run_1/met1.png
Scale bar: 20 µm. Cells faint in the background.
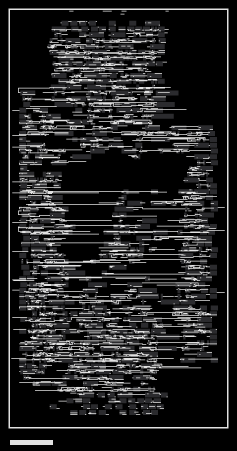
run_1/met2.png
Cells faint in the background.
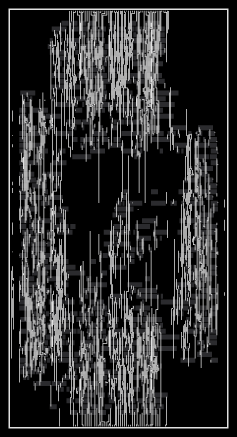
run_1/met3.png
Scale bar: 20 µm. Cells faint in the background.
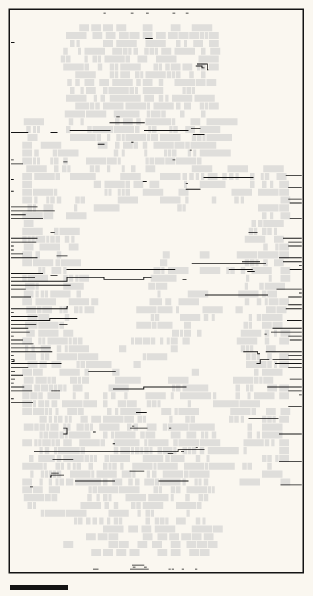
Design axil_fifo_to_mcl_req, sky130hd; sources not shown.
==> flow_summary.ini, run 1 <==
; flow metrics
[sta]
rsz0062_at_grt = yes
max_freq_mhz = 554
drv_slew = 0
setup_viol = 0
whs_ns = 0.308
tightest_slew_ns = 0.440
fin_ws_ns = 0.194

[layout]
syn2layout_area_growth_pct = 51.4
n_antenna_cell = 0
area.combinational_um2 = 2170
layout-drive-gt1-share_pct = 10.6
regArea_um2 = 2750
largest_reg_flops = 128

[drt]
met1_length_um = 6750
wl_met2_um = 9910
top_layer = met4
dr.pass1.iters = 4
dr_wl_met3_um = 952

[clocking]
root_buffer = clkbuf_16
cts_buffers = 17
clkLatencyLatePin_ns = 0.41
clkTransAtPathRegs_ns = 0.06
cts.sinks = 137
cts_tree = built
h-tree-depth = 4
clockBufferDepth = 2

[status]
outcome = finished clean

[power]
switching_share_pct = 25.4
p_leak_nw = 2.97
p_seq_share_pct = 38.2
power_frac_comb_pct = 16.1
power.net_switching_mw = 1.95
p_per_area_nw_per_um2 = 965
pwr-share-clk_pct = 45.7

[critical_path]
rrSetupSlack_ns = 0.21
worstPathMaxFanout = 3
crit_required_ns = 1.65
worst_r2r_path_depth = 13
startpoint_type = flop
cp_top_family = buffers and inverters
path_class = reg2out
critPathBufInv = 3
path_depth = 6

[global_route]
antenna_found_initial = 0
grt_max_degree = 53
track_usage_pct = 19.0

[synth]
synth_nets = 708
yosys_area_um2 = 5260
yosysUniqueCellTypes = 27
synth_area_per_cell_um2 = 7.89

[die]
num_rows = 68
die_w_um = 102
fp_util_pct = 30.4
num_io_pins = 173

[placement]
place_ws_ns = -0.0705
placed_cells_incl_taps = 1026
place.gp.congestion = 0.823

[run]
warnings = 30
max-cap-violations = 0

[worst_hold_path]
hold_class = reg2reg
whs_path_depth = 2
Notes on met1.png above:
nets with wire on the layer: 765
main direction: horizontal
share of all routed wire: 36%
DR vias: 5,250
drt total wl: 18,600 µm

Notes on met2.png above:
wire length on this layer: 9,910 µm
main direction: vertical
nets with wire on the layer: 710
longest straight run: 79.2 µm
share of all routed wire: 53%
M2 GR Usage: 33.6%

Notes on met3.png above:
main direction: horizontal
longest straight run: 49.9 µm
met3 GRT Util: 4.04%

-- run 1: kinds of logic after synthesis --
logic type,Yosys count,share of synthesized area [%]
AOI/OAI and AO/OA,143,13.8
xor gates and xnor gates,3,0.643
adders and majority gates,5,1.19
buffers and inverters,78,7.23
DFF,137,52.2
and+or+nand+nor,300,25.0
-- run 1: placed cells by master (no fill, tap or decap), types with 4 or more instances in the layout --
cell | netlist | layout
dfxtp_1 | 137 | 135
nand3_1 | 105 | 103
o21ai_0 | 32 | 32
buf_12 | 0 | 4
nand2_1 | 112 | 109
a21oi_1 | 101 | 101
clkdlybuf4s50_1 | 0 | 169
o21ai_1 | 7 | 7
nor2_1 | 75 | 73
inv_2 | 3 | 4
buf_4 | 7 | 27
inv_1 | 23 | 22
nand2_2 | 2 | 5
bufinv_16 | 0 | 5
clkbuf_16 | 0 | 17
-- run 1: layout make-up --
cell class	instances	share of cell area [%]
Multi-Input combinational cell	451	27.3
Clock inverter	11	2.40
Timing Repair Buffer	204	25.3
Inverter	27	1.30
Tap cell	210	3.30
Clock buffer	21	5.91
Sequential cell	137	34.5
-- run 1: synthesized netlist by cell type, drive strengths merged --
master    n  area share, %
a21oi   102            9.8
a31oi     1           0.12
buf      28            3.6
clkbuf   23            1.7
dfxtp   137             52
ha        5            1.2
inv      27            2.0
nand2   117            8.9
nand3   105             10
nor2     77            5.9
nor3      1           0.19
o211ai    1           0.14
o21ai    39            3.7
xnor2     1           0.17
xor2      2           0.48
-- run 1: routing by layer --
metal | global-route usage, % | vias up
met5 | 0 | -
met4 | 12.3 | 0
met3 | 4.04 | 51
met2 | 33.6 | 180
met1 | 19.5 | 2473
li1 | - | 2546
-- run 1: power by group through the flow --
stage	Sequential, mW	Combinational (mW)	Clock, mW
6_report	2.93	1.24	3.51
5_1_grt	2.95	1.35	3.69
4_1_cts	2.93	1.21	3.59
3_5_place_dp	2.99	1.20	0
3_3_place_gp	2.98	1.20	0
2_1_floorplan	3.01	0.559	0
-- run 1: worst reg2reg max path, cell delays in order, from the launching register on --
cell and delay (ns):
dfxtp_2 0.33, nor2_2 0.12, nand3_2 0.11, nand2_2 0.11, nor2_4 0.06, buf_4 0.13, nor2_1 0.16, nor2_1 0.09
inv_1 0.09, nand2_4 0.09, inv_2 0.08, nand3_1 0.08, nand2_1 0.07, inv_1 0.04
-- run 1: stage by stage --
stage / setup TNS [ns] / cell area (µm²)
floorplan: 0 / 5260
global placement: -0.0581 / 7240
detailed placement: -0.106 / 7240
CTS: 0 / 7920
global route: 0 / 7960
finish: 0 / 7960
-- run 1: timing repair --
action / in CTS / in global routing
setup buffers: 0 / 2
endpoints found under the setup margin: 3 / 6
hold buffers: 1 / 0
cloned: 0 / 0
resized: 3 / 10
pin swaps: 2 / 5
endpoints found under the hold margin: 3 / 0
run_1/registers.png
Other sequential cells in the stronger grey, the rest of the logic in the fainter grey.
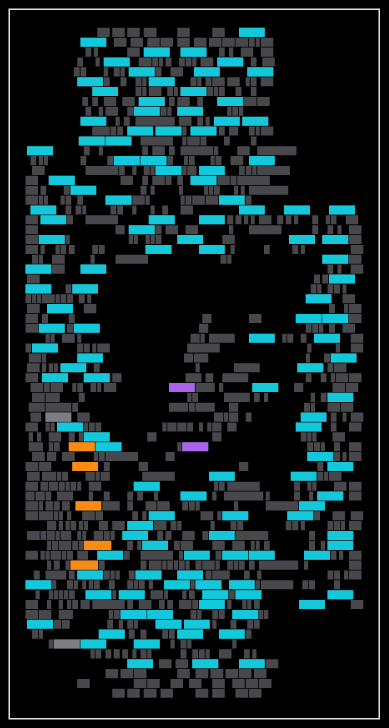

## Run 2: what changed since run 1
--- a/config.mk
+++ b/config.mk
@@ -11,10 +11,11 @@
 export CORE_MARGIN = 4
 export CORE_UTILIZATION = 30
 export DETAILED_ROUTE_END_ITERATION = 8
+export GPL_ROUTABILITY_DRIVEN = 0
 export GPL_TIMING_DRIVEN = 1
 export PLACE_DENSITY = 0.69
+export RECOVER_POWER = 50
 export SETUP_SLACK_MARGIN = 0.1
 export SYNTH_ARGS = -nofsm -noshare
 export SYNTH_HDL_FRONTEND = slang
-export SYNTH_HIERARCHICAL = 1
 export SYNTH_SLANG_ARGS = --single-unit
run_2/registers.png
Other sequential cells in the stronger grey, the rest of the logic in the fainter grey.
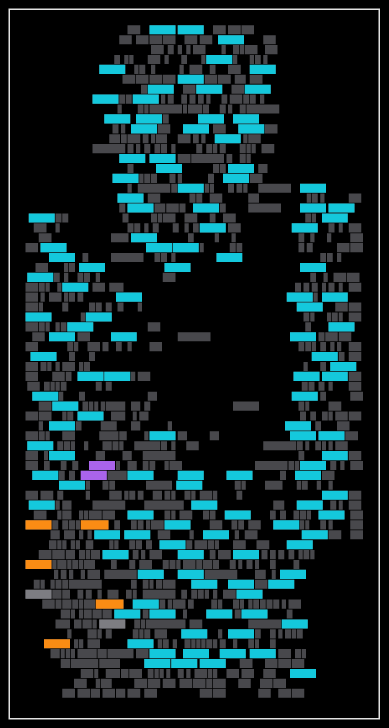
| name in the netlist | colour | placed flops |
|---|---|---|
| credit_cnt.count_o | orange | 5 |
| word_cnt_r | purple | 2 |
| pkt_o | cyan | 128 |
Seq area share: 34.9%
Seq group: 2.93 mW
FF/Latch Area: 2750 µm²

==> run 2 against run 1 <==
Against the previous run:
- routed wire length shrank 5.1%
- non-clock buffer count is 2 lower
- core utilization is 0.29 points lower
- largest cell class unchanged
- via count shrank 1.1%
- setup slack lost 0.029 ns
- flip-flop count stayed put
==> flow_summary.ini, run 2 <==
; flow metrics
[synth]
yosys_cells = 659
yosysTopAreaCell = dfxtp_1
synthFlopType = dfxtp_1
netlist_area_um2 = 5220
synth_nets = 702
area_leaders = dfxtp_1, nand2_1, a21oi_1
ys_seq_share_pct = 52.6
yosys.area_share.aoi_pct = 14.0
ys.warnings.count = 0
synthMuxAreaShare_pct = 0
yosys_area_um2 = 5220
common_cells = nand2_1, dfxtp_1, a21oi_1
syn-instance-count = 659
top_logic_kind = simple AND/OR/NAND/NOR gates
ys_sh_simple_pct = 24.6
async_flop_share_pct = 0
most_common_cell = nand2_1
ys.flops = 137
ys_sh_adder_pct = 1.44
synth_area_per_cell_um2 = 7.92
ys_sh_xor_pct = 0.504
top_cell_area_share_pct = 52.6
yosysUniqueCellTypes = 26
edf_count = 0

[critical_path]
worst_ep_arrival_time_ns = 2.00
startpoint_type = flop
crit_required_ns = 2.17
path_class = reg2reg
rrSetupSlack_ns = 0.17
end_kind = flop
worst_r2r_path_depth = 13
worstPathMaxFanout = 2

[clocking]
cts_tree = built
h-tree-depth = 4
cts_hold_buffers = 0
root_buffer = clkbuf_16
clkTransAtPathRegs_ns = 0.07
clkLatencyLatePin_ns = 0.43
clockBufferDepth = 2
cts.sinks = 137
cts_buffers = 17

[drt]
dr.pass1.iters = 5
drt-initial-drc-count = 243
detail-route-antenna-nets = 0
wl_um = 17700
post_drt_wl_per_cell_um = 16.8
vias = 5194
vias_per_cell = 4.94
route.detailed.drc = 0

[power]
p_seq_share_pct = 39.5
total_power_mw = 7.42
p_per_area_nw_per_um2 = 942
power_frac_comb_pct = 16.8
pwr-share-clk_pct = 43.7
p_int_mw = 5.38
vdd_drop_max_v = 0.000597
switching_share_pct = 27.5
power.net_switching_mw = 2.04
p_leak_nw = 3.12

[global_route]
grt_pass1_wl_um = 27600
grt_pass1_vias = 5038
track_usage_pct = 18.1
grt_max_degree = 134
overflow = 0
antenna_found_initial = 0

[sta]
setup_viol = 0
max_freq_mhz = 545
fin_ws_ns = 0.165
max-slew-margin-rel_pct = 59.4
tightest_slew_ns = 0.609
rsz0062_at_grt = yes
hold_viol = 0
period_used_pct = 91.7
drv_slew = 0
min_period_ns = 1.83
tns_ns = 0

[layout]
area.combinational_um2 = 2170
syn2layout_area_growth_pct = 50.9
postLayoutCellArea_um2 = 7870
n_antenna_cell = 0
final_cell_mix = nand2_1, dfxtp_1, a21oi_1
layout-drive-gt1-share_pct = 10.3
utilization_pct = 45.8
nets = 871
largest_reg_flops = 128
layout_top_cell = nand2_1

[die]
coreArea_um2 = 17200
num_io_pins = 173
fp_util_pct = 30.4
fp.dieH_um = 194
num_rows = 68
die_w_um = 101
dieArea_um2 = 19700

[run]
max-cap-violations = 0
warnings = 33

[placement]
dp_hpwl_um = 12000
post_dp_cell_area_um2 = 7190
io_buffers = 172
place_ws_ns = 0.0310

[worst_hold_path]
whs_path_depth = 4
hold_class = in2reg

[status]
outcome = finished clean
run_2/final_placement.png
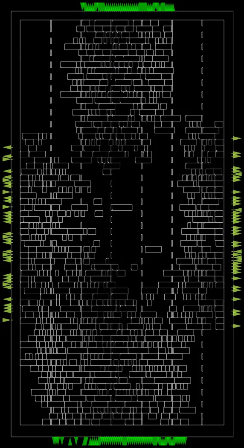
flop count: 137
fillers: 1,680

run 2: netlist changes by cell type in the layout (fill, tap and decap cells not counted), sizes merged, moves of 3 or more:
cell           delta
o21ai            -31
nor2             -69
nand2            +64
dlygate4sd3     +105
bufinv            -3
clkdlybuf4s50   -105
a21oi            +31
buf               -3
run 2: kinds of logic after synthesis:
kind of cell,after synthesis
simple gates,295
compound gates,144
flops,137
buf+inv,74
fa+ha+maj,6
xor+xnor,3
run 2: area by class of cell:
cell class,count,share of cell area [%]
sequential,137,34.9
inverter,22,1.08
timing repair buffer,202,25.3
multi-input combinational,448,27.6
clock buffer,19,5.75
tap,210,3.34
clock inverter,13,1.99
run 2: power by group through the flow:
stage,Clock (mW),Sequential [mW],Combinational [mW]
after floorplan,0,3.00,0.517
after global placement,0,2.98,1.13
after detailed placement,0,2.98,1.13
after CTS,3.32,2.92,1.21
after global routing,3.41,2.94,1.37
final,3.24,2.93,1.25
run 2: timing repair:
action,in CTS,in global routing
resized,2,13
endpoints found under the setup margin,1,13
pin swaps,2,4
setup buffers,4,2
run 2: worst max-delay path: stages (launching register included):
cell and delay, ns:
dfxtp_2 0.34, nor2_4 0.13, nand3_2 0.10, buf_4 0.16
nand4_4 0.07, xor2_2 0.16, ha_2 0.18, inv_1 0.04
nand2_2 0.08, nand3_2 0.08, nand2_1 0.07, nand2_1 0.05
nand3_1 0.07, nand2_1 0.05
run 2: stage by stage:
step | hold WS (ns) | cells
finish | 0.0409 | 1051
global route | 0.0582 | 1051
CTS | 0.0261 | 1049
detailed placement | 0.299 | 1013
global placement | 0.297 | 1013
floorplan | 0.193 | 659
run 2: metal layers:
metal  routed length (µm)  global-route usage [%]  vias to the layer above
li1                     -                       -                     2534
met1                 6640                    20.0                     2426
met2                 9190                    31.3                      175
met3                  795                    3.38                       59
met4                 1050                    10.9                        0
met5                    0                       0                        -
Power is estimated from default activity; no workload was simulated.
